Pin map:
Pins as bars across the die edge, other pins in gray.
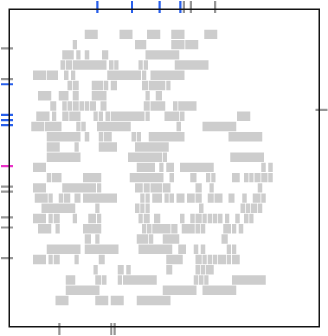
Clock wires, drivers and flops:
Bar = 20 um.
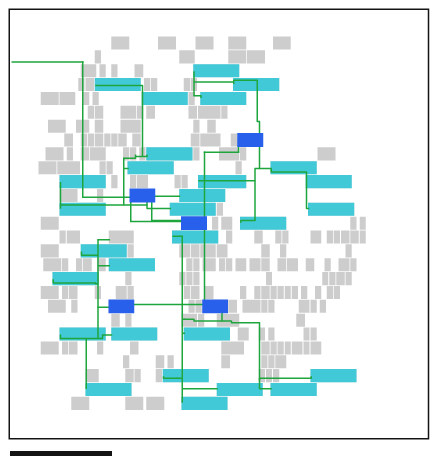
Where the registers sit:
Other sequential cells in the stronger gray, the rest of the logic in the fainter gray.
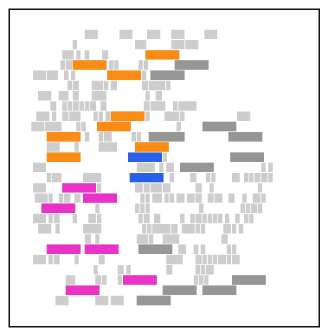
Metal layers overlaid:
Bar = 20 um.
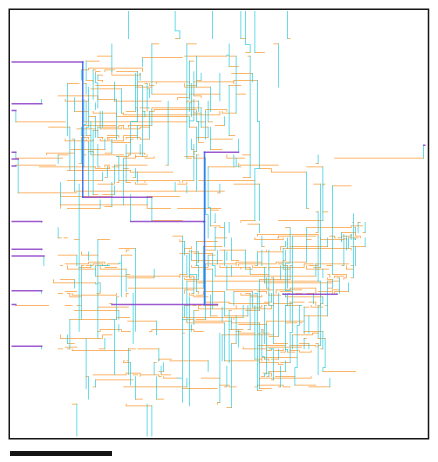
==> config.mk <==
export PLATFORM = sky130hd
export DESIGN_NAME = nor7_zero_debounce_flat
export DESIGN_NICKNAME = d
export VERILOG_FILES = /design/src/rtl/nor7_zero_debounce_if.sv /design/src/rtl/nor7_zero_debounce.sv /design/src/flat_wrapper.sv
export SDC_FILE = /design/constraint.sdc
export NUM_CORES = 1
export LEC_CHECK = 0
export ABC_AREA = 1
export CAP_MARGIN = 15
export CORE_AREA = 5 5 77 79
export CTS_CLUSTER_DIAMETER = 120
export DETAILED_ROUTE_END_ITERATION = 16
export DIE_AREA = 0 0 82 84
export PLACE_DENSITY = 0.47
export REMOVE_ABC_BUFFERS = 1
export SLEW_MARGIN = 10
export SYNTH_ARGS = -nofsm -noshare
export SYNTH_HDL_FRONTEND = slang
export SYNTH_SLANG_ARGS = --single-unit
export TNS_END_PERCENT = 20
==> constraint.sdc <==
create_clock -name ck -period 3.5 [get_ports ck]
set_clock_uncertainty 0.15 [all_clocks]
set_input_delay 0.7 -clock ck [delete_from_list [all_inputs] [get_ports ck]]
set_output_delay 0.7 -clock ck [all_outputs]
set_load 0.02 [all_outputs]
==> run summary <==
Worst reg-to-reg setup slack: 1.27 ns
Yosys warnings: 0
Max-capacitance violation count: 0
Post-CTS Setup Bufs: 0
CTS tree: done
Number of synthesized register bits: 29
Data arrival, critical path: 2.32 ns
Crit path capture type: register
Pwr Total: 0.0008706 W
Io pins: 23
Vias in the first global route: 1,371
Post-DP HPWL: 2472 um
Achievable frequency: 0.4338 GHz
ANT cells: 0
Row count: 27
Worst slew pin tran: 0.4414 ns
Initial antenna violation count: 0
Setup CP Type: in -> reg
Minimum clock period: 2.305 ns
Pwr Density: 439.3 nW/um^2
WL/cell: 10.96 um
Layout cell share with drive strength beyond 1: 8.120%
Crit start category: input port
Relative slew slack: 70.35%
Total global routing overflow: 0
Number of OpenROAD warnings: 26
Global-route wire length before repair: 5968 um
Reg2Reg Depth: 12
Hold Path Depth: 2
Most frequent cells in the layout: nand2_1 (57), inv_1 (28), dfrtp_1 (28)
Final net count: 247
# H-tree levels: 2
Distinct lib cells: 24
Die area: 6888 um^2
Dominant logic cell type in the layout: nand2_1
DR iter-0 viols: 67
Slew Limit Fails: 0
Vias: 1,380
Average vias per placed instance: 4.510
CTS clock-pin slew for the worst setup and hold paths: 0.06 ns
FP Util: 30.06%
Post-layout period usage of the worst path: 65.87%
Maximum vdd drop: 0.1966 mV
Status: completed
Sequential-to-total area share from yosys stat: 45.89%
DRC: 0
Cell Count, Final, Fillers Out: 306
Worst EP required: 3.52 ns
# clock sinks: 29
Core area: 5270 um^2
Worst Slack Setup Final: 1.195 ns
Hold_buf cts: 0
Leakage power: 0.9424 nW
Fin. Hold Viols: 0
Post_cts resized: 0
Area growth, synth to finish: 25.12%
Final antenna-violating net count: 0
First-pass iteration count of the detailed router: 4
Setup Viol. Count Final: 0
Yosys cell count: 204
Setup TNS: 0 ns
Post-Syn Area per Cell: 7.765 um^2
Clock Path Buffers: 2
GPL Wtd Cong: 0.7804
RSZ-0062 raised after global routing: no
Placed cells: 298
Filler cell count: 586
Yosys stat area: 1584 um^2
Post-Place Setup Slack: 0.8805 ns
Hold Crit Class: reg -> reg
Worst-path maximum fanout: 17
Mapped Area: 1584 um^2
Syn Inst Count: 204
Largest net degree at the start of global routing: 30
Clk root buf: clkbuf_8
TritonCTS Buffers: 5
Back to the opening pictures, 'pin map':
| color | port | pins | direction | edge |
|---|---|---|---|---|
| magenta | `cd` | 1 | input | west |
| blue | `bus_evt` | 8 | output | 4 west, 4 north |
input/output buffers: 22
die width: 82 um
Die Height: 84 um

Back to the opening pictures, 'clock wires, drivers and flops':
[blue] clock-net drivers | count: 5
[green] clock wires | length: 458 um
[cyan] flip-flops | count: 29
routed clock nets: 6
Latency at later pin: 0.28 ns
P_clk: 0.000284 W
power share of the clock group: 32.6%

Back to the opening pictures, 'where the registers sit':
| color | netlist name | sequential cells |
|---|---|---|
| orange | `u_core.bus.evt` | 8 |
| magenta | `u_core.cap` | 7 |
| blue | `u_core.state` | 2 |
not colored: 12
Seq group: 0.000423 W
flop share of the area: 36.68%
Reg area: 726.9 um^2

Back to the opening pictures, 'metal layers overlaid':
| color | layer | wire length |
|---|---|---|
| cyan | M2 | 1,510 um |
| orange | M1 | 1,670 um |
| purple | M3 | 119 um |
| blue | M4 | 56.4 um |
Total GRT Usage: 11.04%
final wirelength: 3355 um

-- synthesized netlist by cell type, drive strengths merged --
library cell | number | area [um^2]
a2bb2oi | 1 | 8.760
clkbuf | 2 | 17.51
dfrtp | 28 | 700.7
dfstp | 1 | 26.28
ha | 3 | 37.54
inv | 28 | 105.1
nand2 | 63 | 266.5
nand3 | 23 | 120.1
nand4 | 7 | 50.05
nor2 | 21 | 83.83
nor3 | 2 | 10.01
nor3b | 1 | 7.510
o21a | 1 | 7.510
o21ai | 13 | 65.06
o22ai | 4 | 25.02
xnor2 | 1 | 8.760
xor2 | 5 | 43.79
-- cell families after synthesis --
group	count (synthesis)	share of synthesized area (%)
simple gates	117	33.97
buf+inv	30	7.740
flops	29	45.89
compound gates	19	6.714
xor+xnor	6	3.318
fa+ha+maj	3	2.370
-- cell type report --
type / instances / area (um^2) / area share, %
tap: 72 / 90.09 / 4.545
clock buffer: 8 / 90.09 / 4.545
inverter: 28 / 105.1 / 5.303
sequential: 29 / 726.9 / 36.68
timing repair buffer: 24 / 235.2 / 11.87
multi-input combinational: 145 / 734.5 / 37.06
-- power breakdown --
group / leakage, nW / internal (W) / switching (W) / total, W
Sequential: 0.372 / 0.000375 / 0.0000490 / 0.000423
Combinational: 0.525 / 0.0000671 / 0.0000960 / 0.000163
Clock: 0.0455 / 0.000160 / 0.000124 / 0.000284
-- per-stage QoR --
stage	hold slack, ns	util, %	area [um^2]
after detailed placement	0.3454	35.90	1892
after global routing	0.3954	37.61	1982
final	0.3482	37.61	1982
after CTS	0.3610	37.61	1982
after global placement	0.3558	35.90	1892
after floorplan	0.3408	-	1567
-- worst max-delay path: stages --
cell and delay, ns:
clkdlybuf4s50_1 0.45, buf_4 0.19, nand2_1 0.10, inv_1 0.20
nand4_1 0.14, nand2_2 0.14, nand2_4 0.07, nand2_4 0.11
nand2_4 0.09, nand2_1 0.07, nand2_1 0.05
-- metal layers --
layer / wire length [um] / GRT usage [%]
met2: 1514 / 16.61
met3: 118 / 3.240
met1: 1665 / 14.77
met5: 0 / 0
met4: 56 / 4.079
Power is estimated from default activity; no workload was simulated.
